### config.mk
export PLATFORM = sky130hd
export DESIGN_NAME = dram_sched
export DESIGN_NICKNAME = d
export VERILOG_FILES = /design/src/rtl/dram_sched.sv
export SDC_FILE = /design/constraint.sdc
export NUM_CORES = 1
export LEC_CHECK = 0
export CAP_MARGIN = 20
export CORE_MARGIN = 8
export CORE_UTILIZATION = 49
export CTS_BUF_LIST = sky130_fd_sc_hd__clkbuf_16
export CTS_CLUSTER_DIAMETER = 150
export DETAILED_ROUTE_END_ITERATION = 16
export PLACE_DENSITY = 0.87
export SYNTH_ARGS = -nofsm -noshare
export SYNTH_HDL_FRONTEND = slang
export SYNTH_SLANG_ARGS = --single-unit
### constraint.sdc
create_clock -name clk -period 3.9 [get_ports clk]
set_input_delay 0.78 -clock clk [delete_from_list [all_inputs] [get_ports clk]]
set_output_delay 0.78 -clock clk [all_outputs]
set_load 0.01 [all_outputs]
### src/rtl/dram_sched.sv
// Two-requester single-bank DRAM command scheduler with open-row tracking and idle auto-precharge.
// Latency from accept: T_CMD+1 (hit), 2*T_CMD+1 (row closed), 3*T_CMD+1 (row miss); reads extend on late DRAM_valid.
// Backpressure: one request in flight; ready only in IDLE to the round-robin winner whose valid is high.
module dram_sched #(
    parameter int T_CMD      = 5,
    parameter int IDLE_CLOSE = 16
) (
    input  logic        clk,
    input  logic        rst,
    input  logic        req0_valid,
    output logic        req0_ready,
    input  logic [31:0] req0_addr,
    input  logic [3:0]  req0_wen,
    input  logic [31:0] req0_wdata,
    input  logic        req1_valid,
    output logic        req1_ready,
    input  logic [31:0] req1_addr,
    input  logic [3:0]  req1_wen,
    input  logic [31:0] req1_wdata,
    output logic        rsp_valid,
    output logic        rsp_id,
    output logic [31:0] rsp_rdata,
    output logic        DRAM_CSn,
    output logic        DRAM_RASn,
    output logic        DRAM_CASn,
    output logic [3:0]  DRAM_WEn,
    output logic [10:0] DRAM_A,
    output logic [31:0] DRAM_D,
    input  logic [31:0] DRAM_Q,
    input  logic        DRAM_valid
);
    localparam logic [2:0] IDLE = 3'd0;
    localparam logic [2:0] PRE  = 3'd1;
    localparam logic [2:0] ACT  = 3'd2;
    localparam logic [2:0] RD   = 3'd3;
    localparam logic [2:0] WR   = 3'd4;

    localparam int CW = $clog2(T_CMD + 1);
    localparam int IW = $clog2(IDLE_CLOSE + 1);
    localparam logic [CW-1:0] PHASE_LAST = CW'(T_CMD - 1);
    // The counter value seen in the last of IDLE_CLOSE idle cycles.
    localparam logic [IW-1:0] CLOSE_AT   = IW'(IDLE_CLOSE - 1);

    logic [2:0]    state;
    logic [CW-1:0] cnt;
    logic [IW-1:0] idle_cnt;
    logic          row_open;
    logic [10:0]   row_addr;
    logic          last_gnt;
    logic          pend;
    logic          lat_id;
    logic [10:0]   lat_row;
    logic [9:0]    lat_col;
    logic [3:0]    lat_wen;
    logic [31:0]   lat_wdata;
    logic          rd_got;
    logic [31:0]   rd_data;

    logic          gnt_id;
    logic [10:0]   gnt_row;
    logic [9:0]    gnt_col;
    logic [3:0]    gnt_wen;
    logic [31:0]   gnt_wdata;
    logic          accept;
    logic          phase_end;

    // Only row and column bits take part in addressing; byte offset and high bits are don't-care.
    logic unused_addr_bits;
    assign unused_addr_bits = ^{req0_addr[31:23], req0_addr[1:0], req1_addr[31:23], req1_addr[1:0]};

    assign phase_end = (cnt == PHASE_LAST);

    // Round-robin pick: on conflict the requester not granted last time wins; field mux follows the pick.
    always_comb begin
        gnt_id     = (req0_valid && req1_valid) ? ~last_gnt : req1_valid;
        gnt_row    = gnt_id ? req1_addr[22:12] : req0_addr[22:12];
        gnt_col    = gnt_id ? req1_addr[11:2]  : req0_addr[11:2];
        gnt_wen    = gnt_id ? req1_wen         : req0_wen;
        gnt_wdata  = gnt_id ? req1_wdata       : req0_wdata;
        accept     = rst && (state == IDLE) && (req0_valid || req1_valid);
        req0_ready = accept && !gnt_id;
        req1_ready = accept && gnt_id;
    end

    // DRAM pins: command on cycle 0 of each phase, NOP afterwards, deselected in IDLE; write data held through WR.
    always_comb begin
        DRAM_CSn  = 1'b1;
        DRAM_RASn = 1'b1;
        DRAM_CASn = 1'b1;
        DRAM_WEn  = 4'hF;
        DRAM_A    = '0;
        DRAM_D    = '0;
        if (state != IDLE) DRAM_CSn = 1'b0;
        if (state == WR)   DRAM_D   = lat_wdata;
        if (cnt == '0) begin
            case (state)
                PRE: begin DRAM_RASn = 1'b0; DRAM_WEn = 4'h0; DRAM_A = row_addr; end
                ACT: begin DRAM_RASn = 1'b0; DRAM_A = lat_row; end
                RD:  begin DRAM_CASn = 1'b0; DRAM_A = {1'b0, lat_col}; end
                WR:  begin DRAM_CASn = 1'b0; DRAM_WEn = lat_wen; DRAM_A = {1'b0, lat_col}; end
                default: ;
            endcase
        end
    end

    // Phase sequencing, open-row tracking, idle auto-close and registered completion pulse.
    always_ff @(posedge clk) begin
        if (!rst) begin
            state     <= IDLE;
            cnt       <= '0;
            idle_cnt  <= '0;
            row_open  <= 1'b0;
            row_addr  <= '0;
            last_gnt  <= 1'b0;
            pend      <= 1'b0;
            lat_id    <= 1'b0;
            lat_row   <= '0;
            lat_col   <= '0;
            lat_wen   <= '0;
            lat_wdata <= '0;
            rd_got    <= 1'b0;
            rd_data   <= '0;
            rsp_valid <= 1'b0;
            rsp_id    <= 1'b0;
            rsp_rdata <= '0;
        end else begin
            rsp_valid <= 1'b0;
            idle_cnt  <= '0;
            case (state)
                IDLE: begin
                    cnt    <= '0;
                    rd_got <= 1'b0;
                    if (accept) begin
                        last_gnt  <= gnt_id;
                        lat_id    <= gnt_id;
                        lat_row   <= gnt_row;
                        lat_col   <= gnt_col;
                        lat_wen   <= gnt_wen;
                        lat_wdata <= gnt_wdata;
                        if (row_open && (row_addr == gnt_row)) begin
                            state <= (gnt_wen == 4'hF) ? RD : WR;
                        end else if (row_open) begin
                            state <= PRE;
                            pend  <= 1'b1;
                        end else begin
                            state <= ACT;
                        end
                    end else if (row_open) begin
                        // Auto-close carries no request, so PRE falls back to IDLE afterwards.
                        if (idle_cnt == CLOSE_AT) begin
                            state <= PRE;
                            pend  <= 1'b0;
                        end else begin
                            idle_cnt <= idle_cnt + IW'(1);
                        end
                    end
                end
                PRE: begin
                    row_open <= 1'b0;
                    if (phase_end) begin
                        cnt   <= '0;
                        pend  <= 1'b0;
                        state <= pend ? ACT : IDLE;
                    end else begin
                        cnt <= cnt + CW'(1);
                    end
                end
                ACT: begin
                    row_open <= 1'b1;
                    row_addr <= lat_row;
                    if (phase_end) begin
                        cnt   <= '0;
                        state <= (lat_wen == 4'hF) ? RD : WR;
                    end else begin
                        cnt <= cnt + CW'(1);
                    end
                end
                RD: begin
                    // Early read data is held so the response still lands at the end of the minimum phase.
                    if (DRAM_valid && !rd_got) begin
                        rd_got  <= 1'b1;
                        rd_data <= DRAM_Q;
                    end
                    if (!phase_end) begin
                        cnt <= cnt + CW'(1);
                    end else if (rd_got || DRAM_valid) begin
                        rsp_valid <= 1'b1;
                        rsp_id    <= lat_id;
                        rsp_rdata <= rd_got ? rd_data : DRAM_Q;
                        cnt       <= '0;
                        state     <= IDLE;
                    end
                end
                WR: begin
                    if (phase_end) begin
                        rsp_valid <= 1'b1;
                        rsp_id    <= lat_id;
                        cnt       <= '0;
                        state     <= IDLE;
                    end else begin
                        cnt <= cnt + CW'(1);
                    end
                end
                default: state <= IDLE;
            endcase
        end
    end
endmodule

==> run_1/drive_strength.png <==
The bar under the picture is 50 um long.
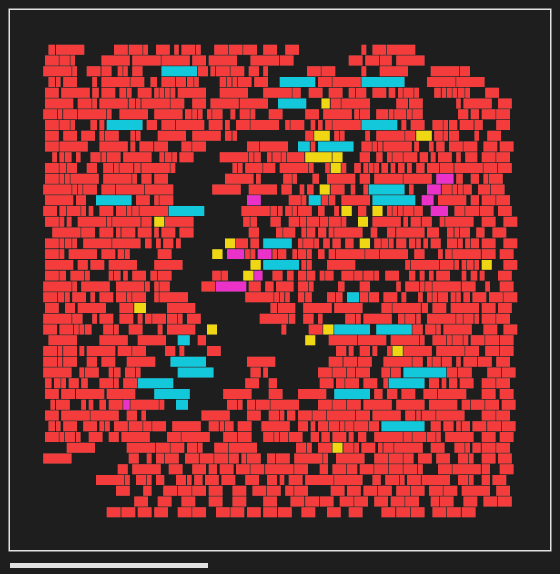
legend:
  yellow:
    size: drive 3 to 4
    cells: 23
    share: 2.2%
    most_used: buf_4
  red:
    size: drive 1 or less
    cells: 1004
    share: 94%
    most_used: clkdlybuf4s50_1
  magenta:
    size: drive 2
    cells: 10
    share: 0.94%
  cyan:
    size: drive 6 and up
    cells: 28
    share: 2.6%
    most_used: clkbuf_16
fin worst setup slack: 0.4164 ns
nonclk buf count: 254
final instance area: 10210 um^2
Syn-to-layout area delta: 43.41%

==> run_1/met1.png <==
The bar under the picture is 50 um long. Supply wires on this layer in gray. Cells faint in the background.
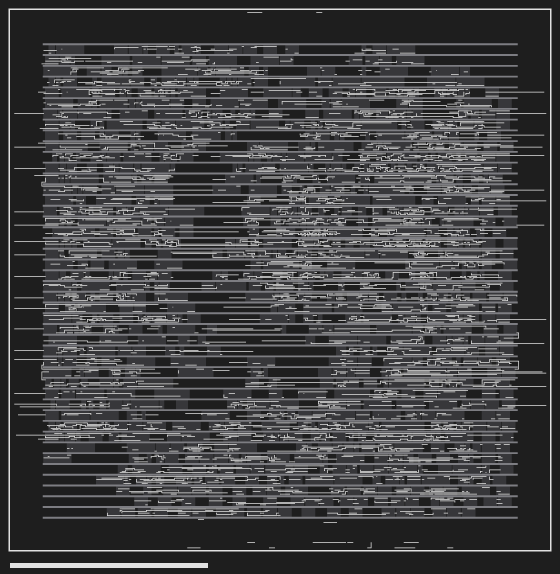
share of all routed wire: 40%
main direction: horizontal
DRT Wirelength: 21.78 mm
met1 Usage GRT: 27.66%
vias after detailed routing: 6829

==> run_1/final_congestion.png <==
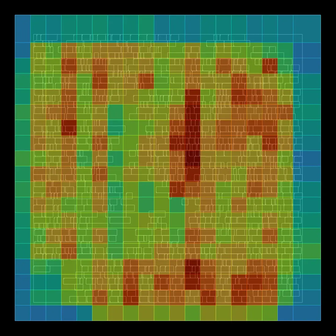
Finished Core Util: 71.03%
Global Route met2 Usage: 37.84%
GRT Total Usage: 23.05%

==> results.py, run 1 <==
# Auto-generated metrics
metrics = {
    "final_layout": {
        "nNetsFinal": 1229,
        "comb_share_pct": 37.23,
        "clock_area_share_pct": 6.130,
        "nClkBuffers": 17,
        "logic_gates": 619,
        "n_all_inverters": 11,
        "final_cells": 1249,
        "flops": 149,
        "sh_seq_area_pct": 29.24,
        "dominant_cells": "combinational gates",
        "insertedDiodeCount": 0,
        "largestRegisters": "lat_wdata (32), rd_data (32), rsp_rdata (32)",
        "logic_area_um2": 3800,
    },
    "logic_synthesis": {
        "synthAdderAreaFrac_pct": 0.7032,
        "ys_sh_aoi_pct": 18.99,
        "synth_area_per_cell_um2": 8.343,
        "xor_share_pct": 1.108,
        "synth_area_um2": 7117,
        "yosysWarnings": 0,
        "yosysSeqAreaShare_pct": 41.91,
        "ys_cells": 853,
        "muxShareOfSynthArea_pct": 12.80,
        "synth.distinct_cells": 51,
        "ys_top_cells_by_area": "dfxtp_1 (42%), mux2i_1 (13%), a211oi_1 (9.4%)",
        "logic_family": "simple AND/OR/NAND/NOR gates",
        "yosysChipArea_um2": 7117,
        "dominantRegCellSynth": "dfxtp_1",
        "top_area_share_pct": 41.91,
        "ys_seq_elements": 149,
    },
    "sta": {
        "grt_setup_unrepaired": "no",
        "hold_slack_ns": 0.4525,
        "tightestPinTransition_ns": 0.9143,
        "slew_headroom_pct": 38.82,
        "setup_viol": 0,
        "slew_viol_final": 0,
        "finalCritPeriodShare_pct": 89.32,
        "hold_viol": 0,
        "fmax_mhz": 287.1,
        "fin_setup_tns_ns": 0,
    },
    "cts": {
        "cts_resized": 0,
        "clockBufferDepth": 2,
        "root_buffer": "clkbuf_16",
        "cts.repair_timing.setup_buffer_count": 0,
        "cts_tree": "yes",
        "worstSkewPairLatency_ns": 0.42,
        "clkSinkCount": 149,
    },
    "setup_path": {
        "cp_data_required_time_ns": 3.12,
        "worstSetupStartpointType": "flip-flop",
        "crit_fanout": 36,
        "slowest_stage": "clkdlybuf4s50_1",
        "path_class": "reg2out",
        "slowest_delay_ns": 0.55,
        "end_kind": "output port",
        "crit_arrival_ns": 2.70,
    },
    "min_path": {
        "hold_class": "reg2reg",
    },
    "floorplanning": {
        "ios": 259,
        "die_h_um": 136.5,
        "die_width_um": 136.5,
        "core.rowCount": 44,
        "core-area_um2": 14370,
        "nWellTaps": 184,
    },
    "detailed_routing": {
        "met1_length_mm": 8.770,
        "wl_met2_mm": 10.48,
        "drt_first_pass_iters": 5,
        "met3_wirelength_mm": 2.126,
        "antenna_left": 0,
    },
    "global_route": {
        "overflow": 0,
        "antenna_found_initial": 0,
        "grt_max_degree": 71,
        "grt_first_pass_wirelength_mm": 34.28,
        "grt_pass1_vias": 6492,
    },
    "run_status": {
        "status": "completed",
    },
    "place": {
        "dp_cells": 1217,
        "finalWeightedCongestion": 0.8940,
        "place_hpwl_mm": 15.44,
        "portBuffers": 236,
    },
    "power": {
        "leakage_nw": 3.711,
        "powerDensity_nw_per_um2": 503.4,
        "power_mw": 5.138,
    },
    "run": {
        "maxCapViolCount": 0,
    },
}
run 1: worst paths after layout:
kind                                from                         end  slack, ns  depth (start not counted)
setup / recovery   state[0]$_SDFFE_PN0P_                   DRAM_A[0]       0.42                          8
hold / removal    idle_cnt[0]$_SDFF_PP0_      idle_cnt[0]$_SDFF_PP0_       0.45                          1
setup reg to reg   state[1]$_SDFFE_PN0P_  lat_wdata[16]$_SDFFE_PN0P_       1.04                          7
hold reg to reg   idle_cnt[0]$_SDFF_PP0_      idle_cnt[0]$_SDFF_PP0_       0.45                          1
run 1: power breakdown:
group          leakage, nW  switching, mW  internal [mW]
Sequential            1.21          0.156           1.74
Clock                0.304          0.658           1.08
Combinational         2.19          0.862          0.647
Total                 3.71           1.68           3.46
run 1: synth_stat cells, drive strengths merged (4+ instances only):
cell and number:
and3 34, nand4 5, nor3 4, o21ai 8, nor2 131, a22oi 11
inv 10, nand2 104, a21oi 65, clkbuf 45, nand3 6, a211oi 91
xnor2 8, nand2b 4, dfxtp 149, ha 4, buf 29, o22ai 7
a21o 5, mux2i 91, nor2b 11
run 1: cells in the final DEF (no fill, tap or decap), types with 16 or more instances in the layout:
master / netlist / layout
dfxtp_1: 149 / 148
nand2_1: 104 / 104
a211oi_1: 89 / 89
clkdlybuf4s50_1: 0 / 236
and3_1: 34 / 33
a21oi_1: 64 / 64
clkbuf_16: 0 / 17
buf_4: 1 / 16
nor2_1: 131 / 130
mux2i_1: 91 / 91
run 1: worst reg2reg max path, stage by stage, from the launching register on:
cell and delay (ns):
dfxtp_1 0.42, buf_4 0.23, nor3_2 0.43, and3_4 0.28, buf_4 0.40, buf_4 0.64, nor2_1 0.11, a211oi_1 0.27
==> run_1/met2.png <==
The bar under the picture is 50 um long. Cells faint in the background.
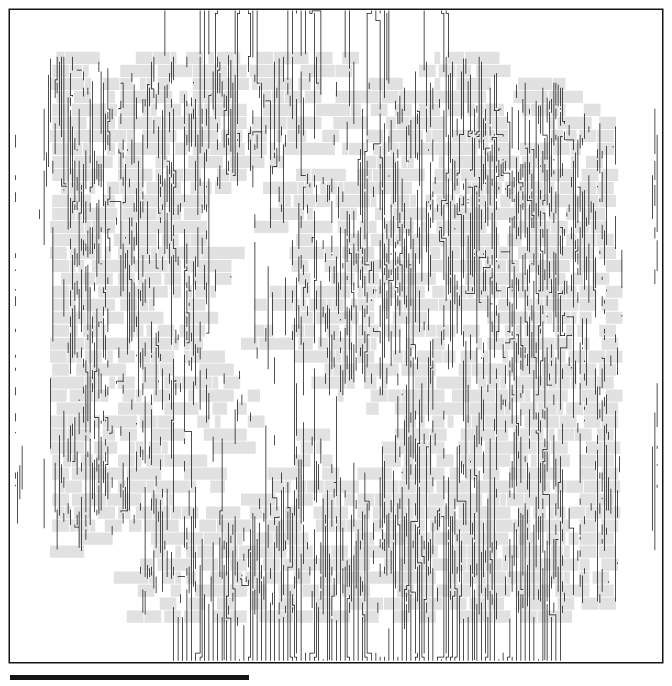

--- run 2 (diff from run 1) ---
==> constraint.sdc (replaced) <==
create_clock -name clk -period 4.02 [get_ports clk]
set_input_delay 0.804 -clock clk [delete_from_list [all_inputs] [get_ports clk]]
set_output_delay 0.804 -clock clk [all_outputs]
set_load 0.01 [all_outputs]
==> run_2/met2.png <==
The bar under the picture is 50 um long. Cells faint in the background.
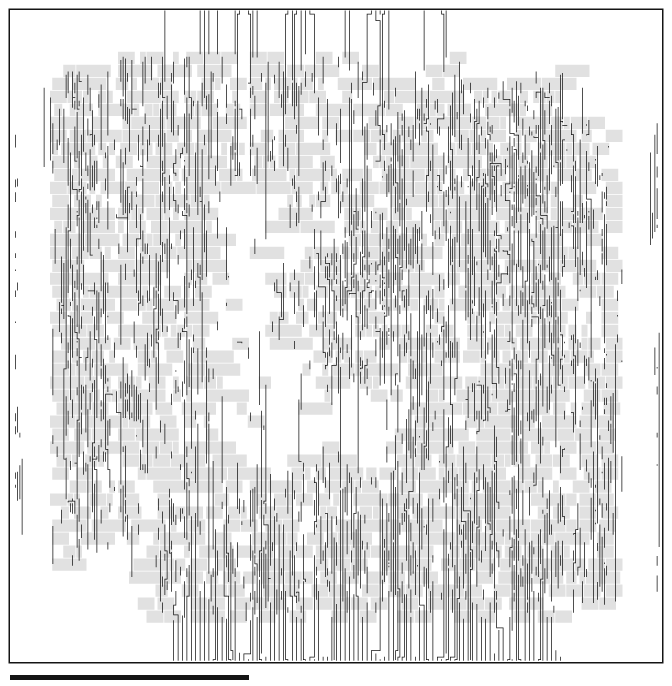
longest straight run: 53.7 um
nets with wire on the layer: 996
share of all routed wire: 47%
main direction: vertical
DRT Wirelength: 21.83 mm
vias after detailed routing: 6846

==> run_2/drive_strength.png <==
The bar under the picture is 50 um long.
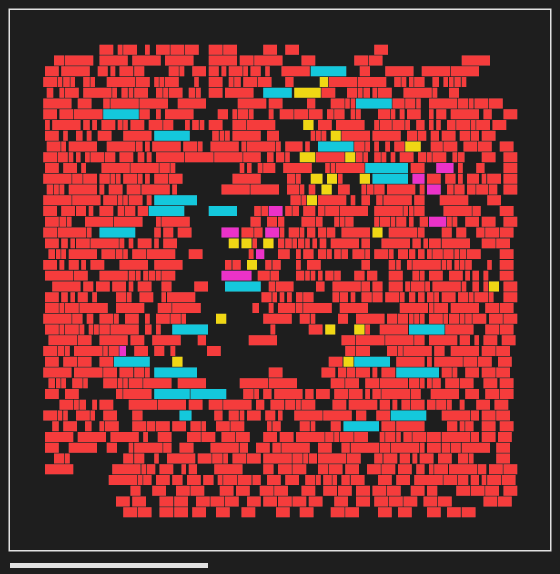
legend:
  yellow:
    size: drive 3 to 4
    cells: 23
    share: 2.2%
    most_used: buf_4
  cyan:
    size: drive 6 and up
    cells: 24
    share: 2.3%
    most_used: clkbuf_16
  red:
    size: drive 1 or less
    cells: 1006
    share: 95%
    most_used: clkdlybuf4s50_1
  magenta:
    size: drive 2
    cells: 10
    share: 0.94%
nonclk buf count: 252
final instance area: 10180 um^2
Syn-to-layout area delta: 43.02%
fin worst setup slack: 0.3893 ns

==> run 2 against run 1 <==
  * Register-to-register slack better by 0.20 ns
  * Clock skew down 0.0050 ns
  * Worst hold slack worse by 0.0011 ns
  * First-iteration DRC count down 2.1%
  * Cell count down 0.16%
  * Global-route usage down 0.077 points
  * Via count up 0.25%
  * Critical endpoint is now DRAM_A[9]
  * Largest power group unchanged
==> results.py, run 2 <==
# Auto-generated metrics
metrics = {
    "run_status": {
        "status": "completed",
    },
    "detailed_routing": {
        "met1_length_mm": 8.754,
        "antenna_left": 0,
        "drt_first_pass_iters": 5,
        "topRoutingLayerUsed": "met4",
        "wl_met2_mm": 10.16,
        "drc_errors": 0,
        "met3_wirelength_mm": 2.144,
        "vias_per_cell": 5.490,
        "wl_per_cell_um": 17.51,
    },
    "logic_synthesis": {
        "simple_gate_area_share_pct": 19.44,
        "logic_family": "simple AND/OR/NAND/NOR gates",
        "synth_area_per_cell_um2": 8.343,
        "top_area_share_pct": 41.91,
        "synth_top_cell_by_area": "dfxtp_1",
        "synth.distinct_cells": 51,
        "ys_top_cells_by_count": "dfxtp_1 (149), nor2_1 (131), nand2_1 (104)",
        "yosysSeqAreaShare_pct": 41.91,
        "synth_top_cell_by_count": "dfxtp_1",
        "ys_seq_elements": 149,
        "yosysChipArea_um2": 7117,
        "dominantRegCellSynth": "dfxtp_1",
        "muxShareOfSynthArea_pct": 12.80,
        "xor_share_pct": 1.108,
        "ys_top_cells_by_area": "dfxtp_1 (42%), mux2i_1 (13%), a211oi_1 (9.4%)",
        "ys_cells": 853,
        "synth_area_um2": 7117,
        "ys_sh_aoi_pct": 18.99,
        "synthAdderAreaFrac_pct": 0.7032,
        "yosysWarnings": 0,
        "synth-async-reset-ratio_pct": 0,
    },
    "setup_path": {
        "crit_fanout": 20,
        "crit_arrival_ns": 2.83,
        "worstSetupStartpointType": "flip-flop",
        "end_kind": "output port",
        "path_class": "reg2out",
        "r2r-end": "state[2]$_SDFFE_PN0P_",
        "r2r_cells": 7,
        "worstReg2RegStart": "state[0]$_SDFFE_PN0P_",
        "cp_data_required_time_ns": 3.22,
        "rrSetupSlack_ns": 1.24,
    },
    "sta": {
        "hold_slack_ns": 0.4513,
        "grt_setup_unrepaired": "no",
        "slew_headroom_pct": 27.91,
        "fmax_mhz": 275.4,
        "setup_viol": 0,
        "min_period_ns": 3.631,
        "finalCritPeriodShare_pct": 90.32,
        "tightestPinTransition_ns": 1.081,
        "fin_skew_ns": 0.004751,
        "hold_viol": 0,
        "fin_setup_tns_ns": 0,
        "slew_viol_final": 0,
    },
    "cts": {
        "postCtsHoldBufs": 0,
        "worstSkewPairLatency_ns": 0.42,
        "cts_max_level": 4,
        "cts.repair_timing.setup_buffer_count": 0,
        "root_buffer": "clkbuf_16",
        "cts_tree": "yes",
        "clockBufferDepth": 2,
        "cts_resized": 0,
        "clk_pin_slew_ns": 0.06,
        "clkSinkCount": 149,
    },
    "global_route": {
        "track_usage_pct": 22.97,
        "grt_pass1_vias": 6583,
        "overflow": 0,
        "grt_first_pass_wirelength_mm": 33.95,
        "grt_max_degree": 116,
        "antenna_found_initial": 0,
    },
    "place": {
        "portBuffers": 236,
        "dpl_worst_slack_ns": 0.7047,
        "place_hpwl_mm": 15.54,
        "placed_area_um2": 9565,
        "dp_cells": 1215,
        "finalWeightedCongestion": 0.8808,
    },
    "floorplanning": {
        "die_width_um": 136.5,
        "core-area_um2": 14370,
        "ios": 259,
        "core.rowCount": 44,
        "die_h_um": 136.5,
    },
    "min_path": {
        "hold_class": "reg2reg",
        "hp-start": "idle_cnt[0]$_SDFF_PP0_",
        "whs_path_depth": 1,
        "hold-path-endpoint": "idle_cnt[0]$_SDFF_PP0_",
    },
    "power": {
        "powerDensity_nw_per_um2": 485.6,
        "power_mw": 4.942,
        "leakage_nw": 3.686,
    },
    "run": {
        "maxCapViolCount": 0,
    },
    "final_layout": {
        "drive_above_1_share_pct": 5.362,
        "fin_util_pct": 70.84,
        "layout_top_cells": "clkdlybuf4s50_1 (236), dfxtp_1 (148), nor2_1 (130), nand2_1 (104), mux2i_1 (91)",
        "insertedDiodeCount": 0,
        "lay_top_count": "clkdlybuf4s50_1",
        "largestRegisters": "lat_wdata (32), rd_data (32), rsp_rdata (32)",
        "final_cells": 1247,
        "nNetsFinal": 1227,
    },
}
==> run_2/zoom.png <==
The bar under the picture is 10 um long. Region (48, 21) to (88, 61) um. Cells in gray, sequential cells in the stronger gray; small squares are vias.
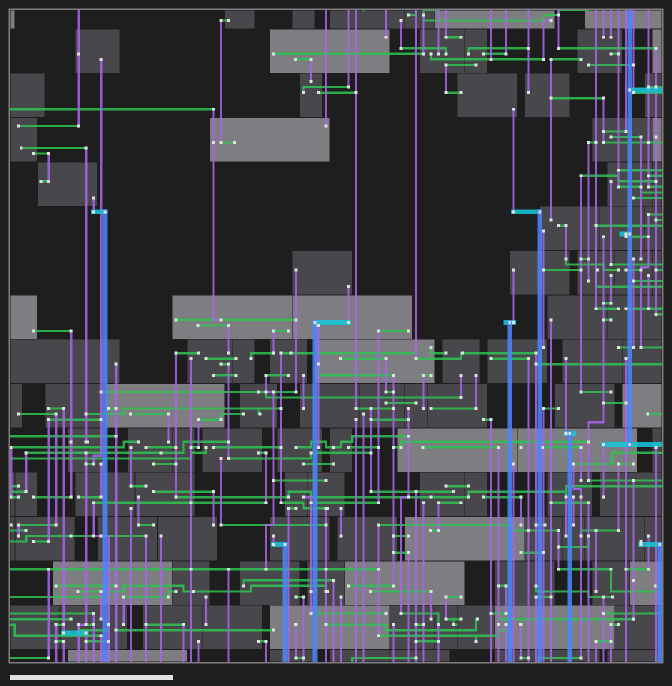
legend:
  green:
    layer: met1
  purple:
    layer: met2
  blue:
    layer: met4
  cyan:
    layer: met3
most frequent: clkdlybuf4s50_1 (24), dfxtp_1 (13), nor2_1 (12)
netlist names of flops here include: lat_wdata (11), cnt (2)
sequential cells in the window: 13
cells with their middle in the window: 83

-- run 2: cell counts after synthesis --
Identical to the previous run, type by type.
-- run 2: logic make-up after synthesis --
| family | count (synthesis) |
|---|---|
| buffers and inverters | 85 |
| flip-flops | 149 |
| AND-OR/OR-AND | 202 |
| XOR/XNOR | 9 |
| AND/OR/NAND/NOR | 313 |
| multiplexers | 91 |
| adder cells (fa/ha/maj) | 4 |
-- run 2: how the worst max path moves through the flow --
stage	startpoint	to	slack, ns	depth (start not counted)
finish	state[1]$_SDFFE_PN0P_	DRAM_A[9]	0.39	5
global route	state[1]$_SDFFE_PN0P_	DRAM_A[9]	0.17	5
CTS	state[1]$_SDFFE_PN0P_	DRAM_A[9]	0.40	5
floorplan	rst	req1_ready	1.46	6
global placement	rst	req1_ready	0.71	5
detailed placement	rst	state[2]$_SDFFE_PN0P_	0.70	6
-- run 2: report_power, final --
part | internal, mW | switching (mW)
registers | 1.69 | 0.165
clock network | 1.03 | 0.617
logic | 0.623 | 0.820
-- run 2: final cells by class --
cell class | count | area [um^2]
clock buffers | 17 | 425.4
clock inverters | 15 | 187.7
fillers | 1103 | 4190
inverters | 11 | 43.79
multi-input cells | 619 | 3800
flip-flops and latches | 149 | 2984
well taps | 184 | 230.2
repair buffers | 252 | 2507
-- run 2: critical path: stages, from the launching register on --
cell,delay [ns]
dfxtp_1,0.72
nor2_2,0.09
xnor2_1,0.36
nand2_1,0.39
nor2_1,0.27
clkdlybuf4s50_1,0.57
-- run 2: layer usage --
layer  global-route usage (%)  up-vias
li1                         -     3429
met3                    8.040       48
met4                    10.86        0
met1                    26.30     3112
met2                    37.67      257
met5                        0        -
Power figures rest on the tool's default switching activity, not on a simulated workload.
